**Run 1: congestion heat map**

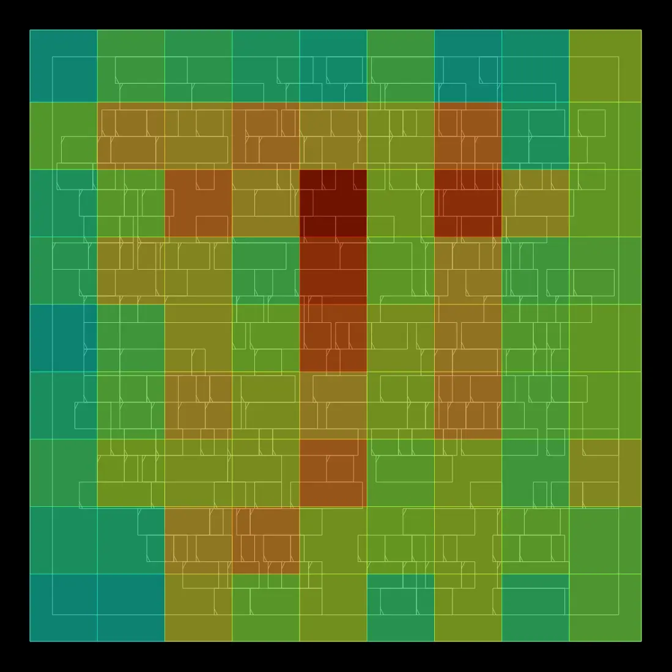
**Run 1: metal 1**

Supply wires on this layer in grey.
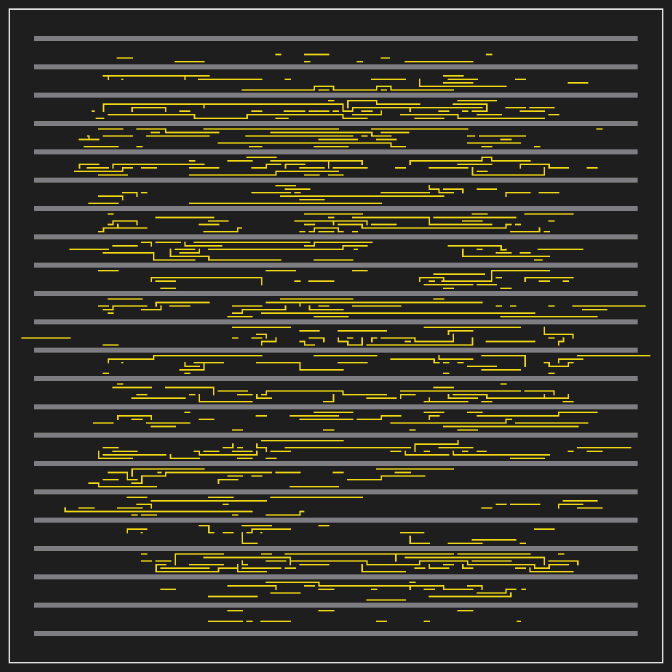
**Run 1: wires at chosen ports, followed through buffers**

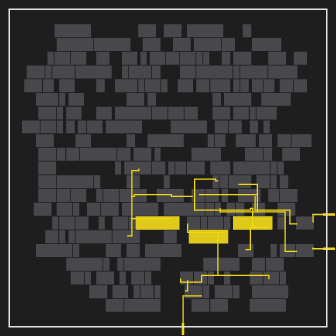
Design cn_msg_gen_flat, sky130hd; sources not shown.
==> impl.org, run 1 <==
* Flow results

** Outcome
- The run finished, with violations left.
- The final reports fail on negative setup slack.

** Critical path
- Register-to-register setup slack :: 0.29 ns
- In this run the worst path has a maximum fanout of 5.
- The slowest stage of the critical path is the sky130_fd_sc_hd__mux4_2 cell.
- Data on the critical path arrives at its endpoint at 2.39 ns.
- For the worst flop-to-flop path, the logic depth is 9.
- The worst setup path is launched from a flip-flop.
- For reference, the most critical setup path is categorized as flip-flop to output pin.
- Cells along the critical path :: mux2_4 -> mux4_2 -> xnor2_2 -> or4_4 -> nand3_2 -> buf_6
- Required time of the critical path :: 1.87 ns
- Largest stage delay, worst path :: 0.52 ns

** Logic synthesis
- Most area-consuming cells after synthesis :: sky130_fd_sc_hd__dfxtp_1 34%, sky130_fd_sc_hd__nand2_1 8.5%, sky130_fd_sc_hd__xnor2_1 7.5%, sky130_fd_sc_hd__a21boi_0 6.0%, sky130_fd_sc_hd__ha_1 5.8%
- Number of distinct library cells after synthesis :: 29
- Of the combinational cells, the family taking the most area is simple AND/OR/NAND/NOR gates.
- Sorting the synthesized cells by how often they occur yields 34 x sky130_fd_sc_hd__nand2_1, 26 x sky130_fd_sc_hd__dfxtp_1, 13 x sky130_fd_sc_hd__xnor2_1.
- Per the Yosys statistics, synthesis produced 172 cells.
- Yosys synthesis chip area :: 1510 um^2
- Fraction of post-synthesis cell area in the top cell type by area :: 0.345
- Syn_area_per_cell :: 8.78 um^2
- Cell with the most instances after synthesis :: sky130_fd_sc_hd__nand2_1
- Number of warnings printed during yosys synthesis :: 0
- Summed over all instances, the cell type with the most area after synthesis is sky130_fd_sc_hd__dfxtp_1.
- XOR Share, Synth :: 0.121

** Worst hold path
- In this run the worst hold path is classified as flip-flop to flip-flop.

** Final timing
- Max Freq :: 367 MHz
- Number of failing setup endpoints in the final timing report :: 5
- On the final layout, the worst hold slack is 0.474 ns.
- Once routing completed, OpenROAD measured the worst setup slack at -0.524 ns.
- Unrepaired setup endpoints after global routing :: yes
- Tcrit/Tclk final :: 1.24
- Hold-check failures listed in the final report amount to 0.
- Summed over all failing endpoints, the final setup total negative slack is -2.14 ns.
- Relative slew slack :: 0.725

** Detailed routing
- Per the detailed-route log, wirelength across all metal layers totals 3.43 mm.
- Highest layer used for signal routing :: met4
- For this block, wires on met1 add up to 1.64 mm.
- The detail route stage leaves a number of antenna-violating nets equal to 0.
- TritonRoute reported its final design rule violation total as 0.
- Metal3 WL :: 106 um
- Dividing the detail-routed via count by the number of cells gives 5.03.

** Die
- Die y size :: 62.6 um
- Placeable core region :: 3310 um^2
- Standard-cell rows :: 21

** Power
- Per the summary, power density relative to cell area is 537 nW/um^2.
- The clock network power reported by the tool is 208 uW.
- Cell internal power dissipation :: 775 uW
- VDD sags by at most 284 uV.
- Power drawn by the combinational cells :: 389 uW

** Global routing
- The via count of the first global-routing pass was 1307.
- Pin count of the biggest net entering global routing :: 17
- Total gr overflow :: 0

** Layout
- Per the layout area report, the combinational fraction of cell area is 0.476.
- Cell kind with the greatest summed area :: combinational gates
- Leaving out fill and tap cells, the most frequent cell in the layout is sky130_fd_sc_hd__nand2_1.
- MI comb cells :: 134
- The fraction of final cell area spent on clock buffers and inverters in this run is 0.0126.
- Number of clock-tree buffers in the layout :: 4
- Number of non-clock buffers :: 52
- Registers take 527 um^2.
- Per the final layout report, the fraction of cells sized above drive strength 1 comes to 0.216.
- Seq cells :: 26

** Job
- The run reported a max-capacitance violation count of 0.
- Across all stage logs, warnings added up to 31.

** Clock network
- # hold bufs at CTS :: 0
- TritonCTS built the clock tree.
- The number of clock buffers added by TritonCTS is 3.
- No sink is reached through more buffers than the 2 on the longest clock path.

** Placement
- Pre-CTS setup slack :: -0.651 ns
- Note, the detailed placer reported a final HPWL of 2.73 mm.
## Picture notes: 'congestion heat map'
met2 Track Usage GR: 0.323
global-route total usage across every layer: 0.181
share of the core filled with cells: 0.631

## Picture notes: 'metal 1'
The layer holds 48% of the routed length. The layer carries 1640 um of wire. 224 nets have wire on it. The longest straight run is 26.2 um.
overall via count from detail_route: 1348
global routing usage on met1: 0.229

## Picture notes: 'wires at chosen ports, followed through buffers'
`bus_out_idx`: in yellow, bits 3, direction output, edge 2 right, 1 bottom, end cells 3, buffers 6, wire 185 um.
number of buffers inserted by port buffering: 36
top-level port count: 37

--- run 2 (diff from run 1) ---
CTS_CLUSTER_DIAMETER = 60   (was not set)
GPL_TIMING_DRIVEN = 0   (was not set)
**Run 2: placement density heat map**

The die is cut into 6 by 6 equal tiles; white is low, dark blue is high, 0 to 100% covered.
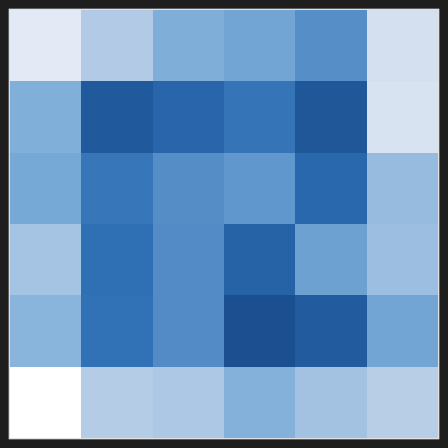
2.8% of the tiles are nearly empty. 19% of the tiles are over 75% full. The fullest tile reaches 87%. The emptiest ninth of the die: bottom left. The mean over all tiles is 53%.
initial core utilization: 0.456
placeable core region: 3310 um^2
share of the core filled with cells: 0.640

==> run 2 against run 1 <==
Compared with the run above: the run still ends with negative setup slack left; routed wire length fell by 3.1%; combinational power rose by 4%; sequential power barely moved; critical endpoint unchanged; largest cell class unchanged.
==> impl.org, run 2 <==
* Flow results

** Outcome
- Run status :: finished, violations left
- The checks that failed: negative setup slack.

** Detailed routing
- The met1 layer wirelength in the final routing is 1.59 mm (-2.9%).
- The average via count per standard cell is 5.07 (+0.82%).
- TritonRoute output was used to compute an average wire per cell of 12.4 um.
- The count of vias placed by the detailed router was 1354 (+0.45%).
- Final Routed Wirelength :: 3.32 mm (-3.1%)
- Highest layer used for signal routing :: met4
- The number of nets with antenna violations after routing was 0 (unchanged).
- The DRC violation count after routing came to 0 (unchanged).
- The met3 wire length was 113 um (+6.6%).
- The routed design uses 1.60 mm of met2 wire.
- The detailed router finished its first iteration with 49 violations.

** Die
- Tapcell Cnt :: 46
- The floorplan step defined a die boundary enclosing 3920 um^2.
- Top-level port count :: 37 (unchanged)
- The y dimension of the die was 62.6 um (unchanged).
- Standard-cell rows :: 21 (unchanged)

** Layout
- In the final design database the tool counted 254 nets.
- Area growth from synthesis to layout :: 40.3%
- After routing the design area is 2120 um^2.
- Among all cell classes, the greatest summed area belongs to combinational gates.
- Seq cells :: 26 (unchanged)
- Number of non-clock buffers :: 51 (-1.9%)
- The most common logic cell in the final layout is sky130_fd_sc_hd__nand2_1.
- The logic share of the area is 0.483 (+0.00714).
- The clock buffer count in the final layout came to 4 (unchanged).
- MI comb cells :: 134 (unchanged)
- The clock distribution area overhead in the final layout is 0.0124 (-0.000186).
- Layout cell share with drive strength beyond 1 :: 0.208 (-0.00807)
- N_diodes :: 0
- The register with the most flip-flops in the layout has 22 of them.
- Storage cell area :: 527 um^2 (unchanged)

** Clock network
- The number of gates resized after CTS was 42.
- At the later pin of the worst-skew pair, clock insertion delay measures 0.31 ns.
- The count of hold buffers inserted by post-cts repair was 0 (unchanged).
- TritonCTS clock tree :: yes
- The tree built by TritonCTS fans out to 26 sinks.
- The maximum buffer depth of the clock tree was 2 (unchanged).
- The cell sitting at the root of the clock tree is a sky130_fd_sc_hd__clkbuf_4.
- The total clock buffers created by CTS is 3 (unchanged).

** Power
- The power per standard cell area is 535 nW/um^2 (-0.39%).
- Of the total power, the share spent switching nets is 0.305.
- The clock-net power was 202 uW (-3%).
- Summing internal, switching and leakage power gives 1.13 mW.
- Leading power group :: registers
- The reported combinational group power came to 404 uW (+4%).
- Cell internal power dissipation :: 789 uW (+1.7%)
- Power attributed to sequential cells is 528 uW.
- The maximum resistive drop on vdd is 356 uV (+25%).

** Logic synthesis
- EDFF count, synth :: 0
- The area share of the leading cell type in the synthesized netlist came to 0.345 (unchanged).
- Post-synthesis cell type with the largest combined area :: sky130_fd_sc_hd__dfxtp_1
- Summed instance area of the synthesized netlist :: 1510 um^2
- The parity-gate share of the synthesized area counting xor and xnor cells came to 0.121 (unchanged).
- Synth async-reset ratio :: 0
- The portion of synthesized area spent on multiplexers is 0.101.
- The post-synthesis chip area from yosys is 1510 um^2 (unchanged).
- The cell-mix breakdown from Yosys lists the compound-gate area share as 0.150.
- Largest combinational cell category by area :: simple AND/OR/NAND/NOR gates
- Yosys instantiated no cell more often than sky130_fd_sc_hd__nand2_1.
- Syn_area_per_cell :: 8.78 um^2 (unchanged)
- After synthesis, the cell types taking the most area are sky130_fd_sc_hd__dfxtp_1 34%, sky130_fd_sc_hd__nand2_1 8.5%, sky130_fd_sc_hd__xnor2_1 7.5%, sky130_fd_sc_hd__a21boi_0 6.0%, sky130_fd_sc_hd__ha_1 5.8%.
- The count of instantiated cells in the yosys netlist is 172 (unchanged).
- The total number of yosys warnings was 0 (unchanged).
- Number of distinct library cells after synthesis :: 29 (unchanged)
- After synthesis, the most frequently instantiated cells are 34 x sky130_fd_sc_hd__nand2_1, 26 x sky130_fd_sc_hd__dfxtp_1, 13 x sky130_fd_sc_hd__xnor2_1.

** Critical path
- Critical-path cell with the highest stage delay :: sky130_fd_sc_hd__mux4_2
- Required time of the critical path :: 1.87 ns (about the same)
- The critical path crosses 7 cells after its start point.
- Kind of launch point of the worst setup path :: flip-flop
- The data arrival time of the critical path is 2.50 ns (+0.11 ns).
- The number of cells traversed by the worst register-to-register path is 8 (-1).
- Largest stage delay, worst path :: 0.55 ns (+0.03 ns)
- The worst setup path is captured at an output pin.
- The minimum setup slack among reg-to-reg paths was 0.39 ns (+0.10 ns).
- The maximum fanout along the worst path was 6 (+1).
- The timing report attributes the biggest portion of critical-path delay to multiplexers.
- The report lists the cells along the critical path as buf_8 -> mux2_4 -> mux4_2 -> xnor2_4 -> or4_4 -> nand3_2 -> buf_6.
- CP Class :: flip-flop to output pin

** Placement
- Per the detailed placement report, the placed cell area equals 1960 um^2.
- The placed wire-length estimate after detailed placement was 2.57 mm (-5.9%).
- Number of buffers inserted by port buffering :: 36 (unchanged)
- The worst slack at placement came to -0.817 ns (-0.166 ns).
- Placed Cells incl. Taps :: 254

** Job
- Count of max-cap constraint violations :: 0 (unchanged)
- Number of warnings the tools reported :: 31 (unchanged)

** Global routing
- The met2 usage came to 0.300 (-0.0228).
- Pin count of the biggest net entering global routing :: 15 (-2)
- Initial antenna violation count :: 0
- Total gr overflow :: 0 (unchanged)
- Global routing usage on met1 :: 0.236 (+0.00684)
- Number of global-route vias before repair :: 1327 (+1.5%)
- The global-route usage over all layers came to 0.177 (-0.00409).

** Worst hold path
- Worst Hold Path Cells :: 2
- Worst min path class :: flip-flop to flip-flop

** Final timing
- The worst hold margin came to 0.475 ns (+0.000691 ns).
- Number of failing setup endpoints in the final timing report :: 6 (+1)
- The final hold violation count came to 0 (unchanged).
- The post-route worst setup slack is -0.626 ns (-0.102 ns).
- Final total negative setup slack :: -2.75 ns (-0.617 ns)
- Max Freq :: 354 MHz (-3.6%)
- Setup repair after global routing could not meet its margin everywhere.
- The worst-case headroom to the max-slew limit came to 0.713 (-0.0125).
- The post-route fraction of the period consumed by the critical path was 1.28 (+0.0464).
**Run 2: wires at chosen ports, followed through buffers**

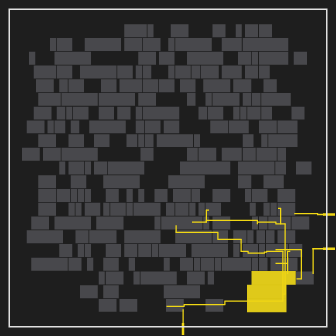
`bus_out_idx`: in yellow, bits 3, direction output, edge 2 right, 1 bottom, end cells 3, buffers 4, wire 136 um.

No activity file was given, so power comes from the tool's default toggle rates.
